### config.mk
export PLATFORM = sky130hd
export DESIGN_NAME = sent_rx_write_arbiter_flat
export DESIGN_NICKNAME = d
export VERILOG_FILES = /design/src/rtl/sent_rx_pkg.sv /design/src/rtl/sent_rx_write_arbiter_if.sv /design/src/rtl/sent_rx_fast_buf.sv /design/src/rtl/sent_rx_write_arbiter.sv /design/src/flat_wrapper.sv
export SDC_FILE = /design/constraint.sdc
export NUM_CORES = 1
export LEC_CHECK = 0
export ABC_AREA = 1
export CORE_MARGIN = 5
export CORE_UTILIZATION = 50
export DETAILED_ROUTE_END_ITERATION = 6
export DONT_BUFFER_PORTS = 1
export PLACE_DENSITY = 0.78
export RECOVER_POWER = 25
export SLEW_MARGIN = 0
export SYNTH_ARGS = -nofsm -noshare
export SYNTH_HDL_FRONTEND = slang
export SYNTH_SLANG_ARGS = --single-unit
### constraint.sdc
create_clock -name clk_rx -period 2.3 [get_ports clk_rx]
set_input_delay 0.23 -clock clk_rx [delete_from_list [all_inputs] [get_ports clk_rx]]
set_output_delay 0.23 -clock clk_rx [all_outputs]
set_load 0.005 [all_outputs]
### src/rtl/sent_rx_pkg.sv
// Shared types for the SENT receive write arbiter: FSM states, slow-message
// fields, RX FIFO word width/tags and the three-word slow packing.
package sent_rx_pkg;

  localparam int unsigned WORD_W = 12;

  localparam logic TAG_FAST = 1'b0;
  localparam logic TAG_SLOW = 1'b1;

  typedef enum logic [1:0] {
    ST_IDLE  = 2'd0,
    ST_SLOW0 = 2'd1,
    ST_SLOW1 = 2'd2,
    ST_SLOW2 = 2'd3
  } arb_state_e;

  typedef struct packed {
    logic [7:0]  id;
    logic [15:0] data;
    logic [1:0]  format;
    logic        cfg;
    logic        pause;
  } slow_msg_t;

  // W0 = {id, format, config, pause}, W1 = data[15:4], W2 = {data[3:0], 8'h00}
  function automatic logic [WORD_W-1:0] slow_word(input slow_msg_t m, input logic [1:0] idx);
    slow_word = '0;
    case (idx)
      2'd0:    slow_word = {m.id, m.format, m.cfg, m.pause};
      2'd1:    slow_word = m.data[15:4];
      default: slow_word = {m.data[3:0], 8'h00};
    endcase
  endfunction

endpackage

### src/rtl/sent_rx_write_arbiter_if.sv
// RX FIFO write port: the arbiter drives the strobe/data/tag, the FIFO returns full.
interface sent_rx_write_arbiter_if;
  import sent_rx_pkg::*;

  logic              write_enable_rx_o;
  logic [WORD_W-1:0] data_rx_o;
  logic              tag_rx_o;
  logic              write_full;

  modport master (output write_enable_rx_o, data_rx_o, tag_rx_o, input write_full);
  modport slave  (input write_enable_rx_o, data_rx_o, tag_rx_o, output write_full);
endinterface

### src/rtl/sent_rx_fast_buf.sv
// Circular FIFO for decoded fast-channel words; pointers wrap on the power-of-2 depth.
module sent_rx_fast_buf #(
  parameter  int unsigned DEPTH = 4,
  parameter  int unsigned WIDTH = 12,
  localparam int unsigned PTR_W = $clog2(DEPTH),
  localparam int unsigned LVL_W = PTR_W + 1
) (
  input  logic             clk_rx,
  input  logic             reset_rx,
  input  logic             flush,
  input  logic             push,
  input  logic             pop,
  input  logic [WIDTH-1:0] wdata,
  output logic [WIDTH-1:0] rdata,
  output logic [LVL_W-1:0] level,
  output logic             full,
  output logic             empty
);

  localparam logic [LVL_W-1:0] FULL_LVL = LVL_W'(DEPTH);

  logic [WIDTH-1:0] mem [DEPTH];
  logic [PTR_W-1:0] wr_ptr, rd_ptr;
  logic [LVL_W-1:0] count;
  logic             do_push, do_pop;

  // A push into a full buffer is still accepted when a pop frees a slot in the same cycle.
  assign do_pop  = pop && !empty;
  assign do_push = push && (!full || do_pop);

  always_ff @(posedge clk_rx or posedge reset_rx) begin
    if (reset_rx) begin
      wr_ptr <= '0;
      rd_ptr <= '0;
      count  <= '0;
    end else if (flush) begin
      wr_ptr <= '0;
      rd_ptr <= '0;
      count  <= '0;
    end else begin
      if (do_push) wr_ptr <= wr_ptr + 1'b1;
      if (do_pop)  rd_ptr <= rd_ptr + 1'b1;
      case ({do_push, do_pop})
        2'b10:   count <= count + 1'b1;
        2'b01:   count <= count - 1'b1;
        default: ;
      endcase
    end
  end

  // NOTE: the storage array has no reset; an entry is only read after it was written.
  always_ff @(posedge clk_rx) begin
    if (do_push) mem[wr_ptr] <= wdata;
  end

  assign rdata = mem[rd_ptr];
  assign level = count;
  assign full  = (count == FULL_LVL);
  assign empty = (count == '0);

endmodule

### src/rtl/sent_rx_write_arbiter.sv
// Arbitrates decoded fast words and three-word slow messages onto the RX FIFO,
// with starvation protection for slow messages and atomic slow writes.
module sent_rx_write_arbiter
  import sent_rx_pkg::*;
#(
  parameter int unsigned FAST_DEPTH   = 4,
  parameter int unsigned STARVE_LIMIT = 8
) (
  input  logic                          clk_rx,
  input  logic                          reset_rx,
  input  logic                          start_i,
  input  logic                          fast_valid_i,
  input  logic [WORD_W-1:0]             fast_data_i,
  input  logic                          slow_valid_i,
  input  logic [7:0]                    slow_id_i,
  input  logic [15:0]                   slow_data_i,
  input  logic [1:0]                    slow_format_i,
  input  logic                          slow_config_i,
  input  logic                          slow_pause_i,
  sent_rx_write_arbiter_if.master       wr,
  output logic [$clog2(FAST_DEPTH):0]   fast_level_o,
  output logic [7:0]                    fast_drop_cnt_o,
  output logic                          slow_overrun_o,
  output logic                          busy_o
);

  localparam int unsigned          STARVE_W   = $clog2(STARVE_LIMIT + 1);
  localparam logic [STARVE_W-1:0]  STARVE_MAX = STARVE_W'(STARVE_LIMIT);

  arb_state_e          state_q, state_d;
  slow_msg_t           slow_q;
  logic                slow_pend_q;
  logic [STARVE_W-1:0] starve_q;
  logic                we_q, we_d, tag_q, tag_d;
  logic [WORD_W-1:0]   data_q, data_d;
  logic [7:0]          drop_q;
  logic                overrun_q;

  logic                fast_grant, slow_grant, slow_release;
  logic                buf_push, buf_pop, buf_full, buf_empty;
  logic [WORD_W-1:0]   buf_rdata;
  logic                fast_drop, slow_accept, slow_drop;

  sent_rx_fast_buf #(.DEPTH(FAST_DEPTH), .WIDTH(WORD_W)) u_fast_buf (
    .clk_rx  (clk_rx),
    .reset_rx(reset_rx),
    .flush   (start_i),
    .push    (buf_push),
    .pop     (buf_pop),
    .wdata   (fast_data_i),
    .rdata   (buf_rdata),
    .level   (fast_level_o),
    .full    (buf_full),
    .empty   (buf_empty)
  );

  // An incoming fast word bypasses an empty buffer so it is written one cycle later.
  assign buf_pop     = fast_grant && !buf_empty;
  assign buf_push    = fast_valid_i && !start_i && !(fast_grant && buf_empty);
  assign fast_drop   = buf_push && buf_full && !buf_pop;
  assign slow_accept = slow_valid_i && !start_i && (!slow_pend_q || slow_release);
  assign slow_drop   = slow_valid_i && !start_i && !slow_accept;

  always_ff @(posedge clk_rx or posedge reset_rx) begin
    if (reset_rx) state_q <= ST_IDLE;
    else          state_q <= state_d;
  end

  // NOTE: every signal written here gets a default first so no latch is inferred.
  always_comb begin
    state_d      = state_q;
    we_d         = 1'b0;
    data_d       = data_q;
    tag_d        = tag_q;
    fast_grant   = 1'b0;
    slow_grant   = 1'b0;
    slow_release = 1'b0;
    if (start_i) begin
      state_d = ST_IDLE;
    end else if (!wr.write_full) begin
      case (state_q)
        ST_IDLE: begin
          if (slow_pend_q && (buf_empty || starve_q == STARVE_MAX)) begin
            slow_grant = 1'b1;
            we_d       = 1'b1;
            data_d     = slow_word(slow_q, 2'd0);
            tag_d      = TAG_SLOW;
            state_d    = ST_SLOW1;
          end else if (!buf_empty || fast_valid_i) begin
            fast_grant = 1'b1;
            we_d       = 1'b1;
            data_d     = buf_empty ? fast_data_i : buf_rdata;
            tag_d      = TAG_FAST;
          end
        end
        // SLOW0 is not entered from IDLE (the grant writes W0 directly); it recovers to W0.
        ST_SLOW0: begin
          we_d    = 1'b1;
          data_d  = slow_word(slow_q, 2'd0);
          tag_d   = TAG_SLOW;
          state_d = ST_SLOW1;
        end
        ST_SLOW1: begin
          we_d    = 1'b1;
          data_d  = slow_word(slow_q, 2'd1);
          tag_d   = TAG_SLOW;
          state_d = ST_SLOW2;
        end
        default: begin
          we_d         = 1'b1;
          data_d       = slow_word(slow_q, 2'd2);
          tag_d        = TAG_SLOW;
          state_d      = ST_IDLE;
          slow_release = 1'b1;
        end
      endcase
    end
  end

  // NOTE: registers take <= so every flop samples pre-edge values of its neighbours.
  always_ff @(posedge clk_rx or posedge reset_rx) begin
    if (reset_rx) begin
      slow_q      <= '0;
      slow_pend_q <= 1'b0;
      starve_q    <= '0;
      we_q        <= 1'b0;
      data_q      <= '0;
      tag_q       <= 1'b0;
      drop_q      <= '0;
      overrun_q   <= 1'b0;
    end else begin
      we_q   <= we_d;
      data_q <= data_d;
      tag_q  <= tag_d;
      if (fast_drop && drop_q != 8'hFF) drop_q <= drop_q + 1'b1;
      if (slow_drop) overrun_q <= 1'b1;
      if (start_i) begin
        slow_pend_q <= 1'b0;
        starve_q    <= '0;
      end else begin
        if (slow_accept) begin
          slow_pend_q <= 1'b1;
          slow_q      <= '{id: slow_id_i, data: slow_data_i, format: slow_format_i,
                           cfg: slow_config_i, pause: slow_pause_i};
        end else if (slow_release) begin
          slow_pend_q <= 1'b0;
        end
        if (slow_grant)
          starve_q <= '0;
        else if (fast_grant && slow_pend_q && starve_q != STARVE_MAX)
          starve_q <= starve_q + 1'b1;
      end
    end
  end

  assign wr.write_enable_rx_o = we_q;
  assign wr.data_rx_o         = data_q;
  assign wr.tag_rx_o          = tag_q;
  assign fast_drop_cnt_o      = drop_q;
  assign slow_overrun_o       = overrun_q;
  assign busy_o               = !buf_empty || slow_pend_q || (state_q != ST_IDLE);

endmodule
### src/flat_wrapper.sv
// flat-port wrapper written by rule: the top's interface ports become plain ports
module sent_rx_write_arbiter_flat import sent_rx_pkg::*;
#(
  parameter int unsigned FAST_DEPTH   = 4,
  parameter int unsigned STARVE_LIMIT = 8
)
  (clk_rx, reset_rx, start_i, fast_valid_i, fast_data_i, slow_valid_i, slow_id_i, slow_data_i, slow_format_i, slow_config_i, slow_pause_i, fast_level_o, fast_drop_cnt_o, slow_overrun_o, busy_o, wr_write_enable_rx_o, wr_data_rx_o, wr_tag_rx_o, wr_write_full);
  sent_rx_write_arbiter_if wr_i ();
  input  logic clk_rx;
  input  logic reset_rx;
  input  logic start_i;
  input  logic fast_valid_i;
  input  logic [WORD_W-1:0] fast_data_i;
  input  logic slow_valid_i;
  input  logic [7:0] slow_id_i;
  input  logic [15:0] slow_data_i;
  input  logic [1:0] slow_format_i;
  input  logic slow_config_i;
  input  logic slow_pause_i;
  output logic [$clog2(FAST_DEPTH):0] fast_level_o;
  output logic [7:0] fast_drop_cnt_o;
  output logic slow_overrun_o;
  output logic busy_o;
  output wire logic [$bits(wr_i.write_enable_rx_o)-1:0] wr_write_enable_rx_o;
  output wire logic [$bits(wr_i.data_rx_o)-1:0] wr_data_rx_o;
  output wire logic [$bits(wr_i.tag_rx_o)-1:0] wr_tag_rx_o;
  input wire logic [$bits(wr_i.write_full)-1:0] wr_write_full;
  assign wr_write_enable_rx_o = wr_i.write_enable_rx_o;
  assign wr_data_rx_o = wr_i.data_rx_o;
  assign wr_tag_rx_o = wr_i.tag_rx_o;
  assign wr_i.write_full = wr_write_full;
  sent_rx_write_arbiter #(.FAST_DEPTH(FAST_DEPTH), .STARVE_LIMIT(STARVE_LIMIT)) u_core (.clk_rx(clk_rx), .reset_rx(reset_rx), .start_i(start_i), .fast_valid_i(fast_valid_i), .fast_data_i(fast_data_i), .slow_valid_i(slow_valid_i), .slow_id_i(slow_id_i), .slow_data_i(slow_data_i), .slow_format_i(slow_format_i), .slow_config_i(slow_config_i), .slow_pause_i(slow_pause_i), .wr(wr_i), .fast_level_o(fast_level_o), .fast_drop_cnt_o(fast_drop_cnt_o), .slow_overrun_o(slow_overrun_o), .busy_o(busy_o));
endmodule
==> GITHUB_STEP_SUMMARY, run 1 <==
### Metrics collected by this job

| Metric | Value |
|---|---|
| Fin Hold WS | `0.0160 ns` |
| Registers | `113` |
| Count of library flops with an enable pin | `48` |
| Syn Inst Count | `501` |
| Seq share, synth | `58.9%` |
| DR iter-0 viols | `384` |
| Simple share | `18.3%` |
| Top-count cell post-synth | `nand2_1` |
| Vias | `3983` |
| R2r endpoint | `u_core.u_fast_buf.level[2]$_DFFE_PP0P_` |
| Most numerous logic cells after layout | `117 x nand2_1, 65 x dfrtp_1, 53 x nor2_1` |
| Clock-cell share | `8.63%` |
| Data required time of the worst path | `2.70 ns` |
| Max Cap Viol | `0` |
| Hold buffers post-CTS | `45` |
| H-tree depth | `4` |
| Initial core utilization | `50.9%` |
| Total power | `7250 uW` |
| Vias in the first global route | `4144` |
| WP data arrival | `2.60 ns` |
| GRT Util Overall | `21.4%` |
| Hold Path Depth | `3` |
| Layout area overhead | `26.8%` |
| Post-synth regs | `113` |
| Clock skew | `0.00815 ns` |
| Site row count | `37` |
| CP Capture Type | `flop` |
| Global-route wire length before repair | `21100 um` |
| Tmin final | `2.20 ns` |
| Setup bufs post-CTS | `1` |
| Tcrit/Tclk final | `95.8%` |
| Post-detailed-route via-to-cell ratio | `5.46` |
| Tapcell Cnt | `136` |
| MUX area fraction | `6.42%` |
| Num CTS Buffers | `17` |
| Signal buffers | `76` |
| Post_cts resized | `2` |
| Post-Synth AOI/OAI Area | `8.25%` |
| Die width | `112 um` |
| Fillers | `755` |
| Outcome | `complete, no violations` |
| Worst-path fanout max | `4` |
| YS chip area | `5200 sq um` |
| Top cells, area | `dfrtp_1 31%, edfxtp_1 28%, nand2_1 8.4%` |
| Non-filler instance count after layout | `729` |
## run 1: metal layers
layer,share of wire (%),GRT usage (%),up-vias
met1,40,26.0,1921
met2,50,36.1,180
met4,2.4,8.09,0
met5,0,0,-
met3,8.1,6.79,33
li1,-,-,1849
## run 1: critical path, cell delays in order (launching register included)
cell,delay [ns]
dfrtp_1,0.39
inv_2,0.07
ha_4,0.16
nand3_2,0.06
nand2_2,0.07
nand2_4,0.09
nand3_4,0.10
nor2_4,0.15
nand2_4,0.07
fa_2,0.37
xnor2_2,0.20
nand4_1,0.11
nand2_1,0.09
nor2_1,0.05
nand2_1,0.05
nand2_1,0.06
## run 1: where the power goes
group / internal, uW / switching (uW)
Combinational: 753 / 1250
Sequential: 2480 / 278
Clock: 1570 / 924
Fig. 1: run 1, metal layers overlaid
Scale: 2 px per um. Two of the layers only.
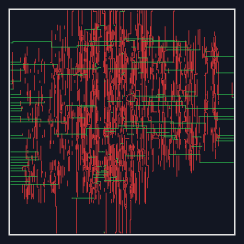
Key: red = met2 [wire length 6520 um]; green = met3 [wire length 1070 um]

Fig. 2: run 1, wires at chosen ports, followed through buffers
Scale: 2 px per um.
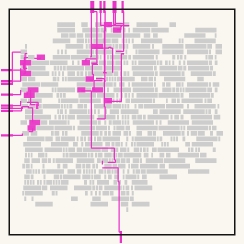
Key: magenta = slow_data_i [bits 16, direction input, edge 8 left, 7 top, 1 bottom, end cells 16, wire 534 um]
PortBufs: 0
IO Pins: 73

Fig. 3: run 1, I/O pins on the die edge
Scale: 4 px per um. Pins as bars across the die edge, other pins in grey.
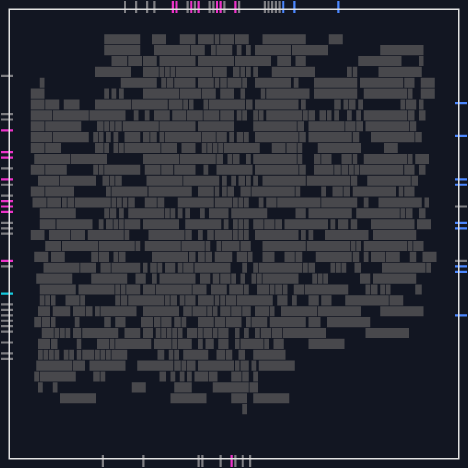
Key: cyan = wr_write_full [pins 1, direction input, edge left]; blue = fast_data_i [pins 12, direction input, edge 9 right, 3 top]; magenta = slow_data_i [pins 16, direction input, edge 8 left, 7 top, 1 bottom]
All pins by edge: 28 left, 25 top, 11 right, 9 bottom.

Fig. 4: run 1, placed standard cells
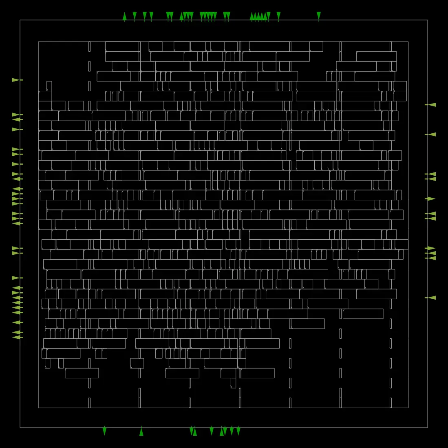

==> run 2, diff against run 1 <==
CAP_MARGIN = 25   (was unset)
CORE_UTILIZATION = 55   (was 50)
GPL_TIMING_DRIVEN = 1   (was unset)
PLACE_DENSITY = 0.83   (was 0.78)
Fig. 5: run 2, placed standard cells
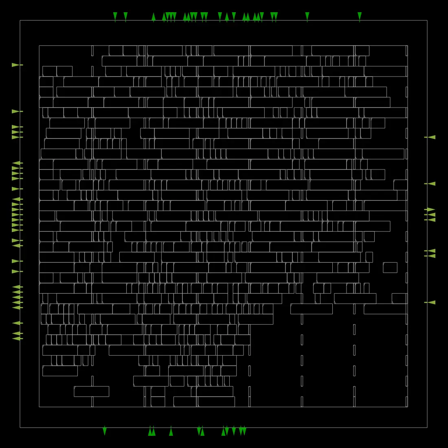
Tapcell Cnt: 129
registers: 113
non-filler instance count after layout: 715
site row count: 35

==> run 2 against run 1 <==
Effect of this change: setup slack got worse by 0.062 ns; maximum frequency down 2.7%; critical path depth shrank 1; non-clock buffer count is 3 lower; synthesized cell count is the same; critical endpoint unchanged; highest routed layer unchanged.
==> GITHUB_STEP_SUMMARY, run 2 <==
### Metrics collected by this job

| Metric | Value |
|---|---|
| Sw Ratio | `34.4% (+0.57 points)` |
| Met2 Usage GRT | `39.9% (+3.9 points)` |
| Syn Inst Count | `501 (unchanged)` |
| Most common cell on crit path | `nand2_1` |
| Post-Synth AOI/OAI Area | `8.25% (unchanged)` |
| Initial antenna violation count | `0` |
| Fillers | `599 (-21%)` |
| Top non-seq family | `simple AND/OR/NAND/NOR gates` |
| Pwr top | `sequential cells` |
| Clk. pwr | `2170 uW (-13%)` |
| Slowest stage cell, crit path | `dlygate4sd3_1` |
| GRT Util Overall | `24.3% (+2.8 points)` |
| Adder-cell share of the synthesized area | `2.07%` |
| Top routing layer in use | `met4` |
| Grt peak-use layer | `met2` |
| Post-synth regs | `113 (unchanged)` |
| WP data arrival | `2.67 ns (+0.07 ns)` |
| Global-route wire length before repair | `21000 um (-0.43%)` |
| Switch Pwr | `2400 uW (-2.2%)` |
| Setup bufs post-CTS | `0 (-1)` |
| DR DRC count | `0` |
| MUX area fraction | `6.42% (unchanged)` |
| DR WL met3 | `1250 um (+17%)` |
| Startpoint types | `input port` |
| Combinational cell power | `2040 uW (about the same)` |
| Vias | `4102 (+3.0%)` |
| Logic pwr share | `29.2% (+1.6 points)` |
| Count of library flops with an enable pin | `48 (unchanged)` |
| Most numerous logic cells after layout | `117 x nand2_1, 63 x dfrtp_1, 53 x nor2_1` |
| Num CTS Buffers | `17 (unchanged)` |
| Die width | `107 um (-4.2%)` |
| Tmin final | `2.26 ns (+0.0621 ns)` |
| Global-route congestion overflow total | `0` |
| Vias in the first global route | `3986 (-3.8%)` |
| Hold buffers post-CTS | `46 (+2.2%)` |
| Post-detailed-route via-to-cell ratio | `5.74 (+5.0%)` |
| Total power | `6980 uW (-3.8%)` |
| Clock skew | `0.0105 ns (+0.00240 ns)` |
| Met1 Usage GRT | `29.3% (+3.3 points)` |
| Int Pwr | `4580 uW (-4.6%)` |
| Critical path class | `in -> reg` |
| P_seq | `2770 uW (about the same)` |
| Clk network pwr share | `31.0% (-3.3 points)` |
| WL/cell | `19.3 um` |
| Worst-path fanout max | `5 (+1)` |
| Post_cts resized | `2 (unchanged)` |
| Met3 Track Usage GR | `7.14% (+0.35 points)` |
| CTS tree | `done` |
| DR WL met2 | `6830 um (+4.7%)` |
| Tool warnings | `30` |
| PortBufs | `0 (unchanged)` |
| Crit-path max cell delay | `0.63 ns (+0.24 ns)` |
| Worst-path cell chain | `dlygate4sd3_1, nor2_4, nand2_1, inv_1, nand3_4, nor2_4, nand2_4, fa_2, xnor2_2, nand4_1, nand2_1, nor2_1, nand2_1, nand2_1` |
| Seq share, synth | `58.9% (unchanged)` |
| Top-count cell post-synth | `nand2_1` |
| H-tree depth | `4 (unchanged)` |
| Synth top cells by count | `117 x nand2_1, 65 x dfrtp_1, 53 x nor2_1` |
| DR iter-0 viols | `391 (+1.8%)` |
| Met1 WL | `5170 um (-1.5%)` |
| Area leader, netlist | `dfrtp_1` |
| IO Pins | `73 (unchanged)` |
| Data required time of the worst path | `2.71 ns (about the same)` |
| Sequential share of power | `39.7% (+1.7 points)` |
| Fraction of layout cells with a size suffix above 1 | `17.7%` |
| Outcome | `complete, no violations` |
| Signal buffers | `73 (-3.9%)` |
| Hold Path Class | `in -> reg` |
| Initial core utilization | `56.3% (+5.5 points)` |
| Max Cap Viol | `0 (unchanged)` |
| Post-Place Cells | `633` |
| Tcrit/Tclk final | `98.5% (+2.7 points)` |
| Layout area overhead | `24.2%` |
| Clock-cell share | `7.36% (-1.3 points)` |
| CP Buf/Inv Count | `2 (+1)` |
| YS chip area | `5200 sq um (unchanged)` |
| Critical path's top delay family | `simple AND/OR/NAND/NOR gates` |
| Simple share | `18.3% (unchanged)` |
run 2: path summary, 6_finish.rpt:
path	endpoint	slack, ns	cells past startpoint
hold reg to reg	u_core.slow_q[15]$_DFFE_PP0P_	0.50	1
setup reg to reg	u_core.u_fast_buf.level[2]$_DFFE_PP0P_	0.06	15
hold / removal	u_core.wr.data_rx_o[4]$_DFFE_PP0P_	0.05	4
setup / recovery	u_core.u_fast_buf.level[2]$_DFFE_PP0P_	0.04	14
max in group asynchronous	u_core.u_fast_buf.level[1]$_DFFE_PP0P_	0.99	2
min in group asynchronous	u_core.slow_q[6]$_DFFE_PP0P_	0.50	2
run 2: metrics by stage:
step	hold WS [ns]	cell area [sq um]
floorplan	0.293	5200
global placement	0.247	5440
detailed placement	0.246	5440
CTS	0.0295	6380
global route	0.0439	6460
finish	0.0492	6460
Fig. 6: run 2, metal layers overlaid
Scale: 2 px per um. Two of the layers only.
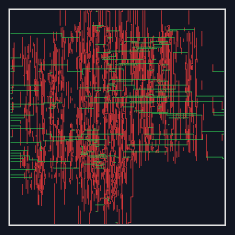

==> run 3, diff against run 2 <==
PLACE_DENSITY = 0.8   (was 0.83)
clock period = 2.5 ns   (was 2.3 ns; I/O delays follow)
Fig. 7: run 3, metal layers overlaid
Scale: 2 px per um. Two of the layers only.
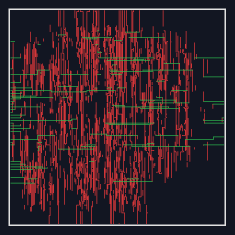
Key: red = met2 [wire length 6210 um]; green = met3 [wire length 914 um]
Vias: 3886
GRT Util Overall: 23.1%
WL/cell: 17.6 um
final WL: 12400 um

==> run 3 against run 2 <==
Effect of this change: largest cell class unchanged; sequential power decreased by 7.9%; total power decreased by 7.6%; flip-flop count unchanged; synthesized area unchanged; clock power about the same; highest routed layer unchanged.
==> GITHUB_STEP_SUMMARY, run 3 <==
### Metrics collected by this job

| Metric | Value |
|---|---|
| Outcome | `complete, no violations` |
| Combinational cell power | `1720 uW (-16%)` |
| Tool warnings | `30 (unchanged)` |
| Synth top cells by count | `117 x nand2_1, 65 x dfrtp_1, 53 x nor2_1` |
| Tmin final | `2.26 ns` |
| Sequential share of power | `39.5% (-0.2 points)` |
| Final Cell Area | `6400 sq um (-1.0%)` |
| IO Pins | `73 (unchanged)` |
| Num CTS Buffers | `17 (unchanged)` |
| Area leader, netlist | `dfrtp_1` |
| WP depth | `15 (+1)` |
| Critical Path End | `u_core.u_fast_buf.level[2]$_DFFE_PP0P_` |
| Seq share, synth | `58.9% (unchanged)` |
| Critical path class | `reg -> reg` |
| Data required time of the worst path | `2.90 ns (+0.19 ns)` |
| Fraction of layout cells with a size suffix above 1 | `17.2% (-0.59 points)` |
| Top non-seq family | `simple AND/OR/NAND/NOR gates` |
| Top-count cell post-synth | `nand2_1` |
| Max Cap Viol | `0 (unchanged)` |
| Tcrit/Tclk final | `90.3%` |
| Layout area overhead | `22.9%` |
| Met3 Track Usage GR | `6.54% (-0.60 points)` |
| Int Pwr | `4200 uW (-8.2%)` |
| Grt peak-use layer | `met2` |
| Non-filler instance count after layout | `706 (-1.3%)` |
| Post-synth regs | `113 (unchanged)` |
| Site row count | `35 (unchanged)` |
| PortBufs | `0 (unchanged)` |
| DR WL met3 | `914 um (-27%)` |
| WP data arrival | `2.66 ns (about the same)` |
| Met2 Usage GRT | `38.2% (-1.7 points)` |
| Met1 WL | `5140 um (-0.66%)` |
| Worst-path cell chain | `inv_1, ha_1, nand3_1, nand2_2, nand2_2, nand3_4, nor2_4, nand2_2, fa_2, xnor2_2, nand4_1, nand2_1, nor2_1, nand2_1, nand2_1` |
| DR DRC count | `0 (unchanged)` |
| CTS tree | `done` |
| Initial antenna violation count | `0 (unchanged)` |
| Fillers | `628 (+4.8%)` |
| Top routing layer in use | `met4` |
| Hold EP | `u_core.slow_overrun_o$_DFFE_PP0P_` |
| Crit-path max cell delay | `0.38 ns (-0.25 ns)` |
| H-tree depth | `4 (unchanged)` |
| Post-Place Cells | `629 (-0.63%)` |
| Hold Path Depth | `3 (-1)` |
| Pwr top | `sequential cells` |
| Worst Reg2Reg Path Length in Cells | `15 (unchanged)` |
| Clk network pwr share | `33.8% (+2.8 points)` |
| Global-route wire length before repair | `20300 um (-3.2%)` |
| CP Buf/Inv Count | `1 (-1)` |
| Fin Hold WS | `0.0389 ns (-0.0103 ns)` |
| Logic pwr share | `26.7% (-2.5 points)` |
| Met1 Usage GRT | `28.9% (-0.38 points)` |
| Critical path's top delay family | `simple AND/OR/NAND/NOR gates` |
| Slowest stage cell, crit path | `dfrtp_1` |
| Clock skew | `0.0123 ns (+0.00175 ns)` |
| Vias in the first global route | `4029 (+1.1%)` |
| Die width | `107 um (unchanged)` |
| YS chip area | `5200 sq um (unchanged)` |
-- run 3: cell counts after synthesis --
Identical to the previous run, type by type.
-- run 3: area by class of cell --
class                      instances  share of cell area, %
sequential                       113                   48.0
multi-input combinational        334                   29.9
timing repair buffer              62                   8.98
clock buffer                      18                   6.87
tap                              129                   2.52
inverter                          36                   2.11
clock inverter                    14                   1.62
-- run 3: timing repair --
item	CTS	global route
hold buffers	45	0
endpoints found under the hold margin	137	0
setup buffers	0	0
gates resized	0	4
setup endpoints to repair	0	1
-- run 3: through the flow --
stage | setup slack [ns] | total power (uW) | setup TNS, ns
after CTS | 0.115 | 6430 | 0
after global routing | -0.0143 | 6810 | -0.0143
after global placement | 0.271 | 4080 | 0
final | 0.242 | 6450 | 0
after detailed placement | 0.142 | 4170 | 0
after floorplan | 0.353 | 3650 | 0
No activity file was given, so power comes from the tool's default toggle rates.
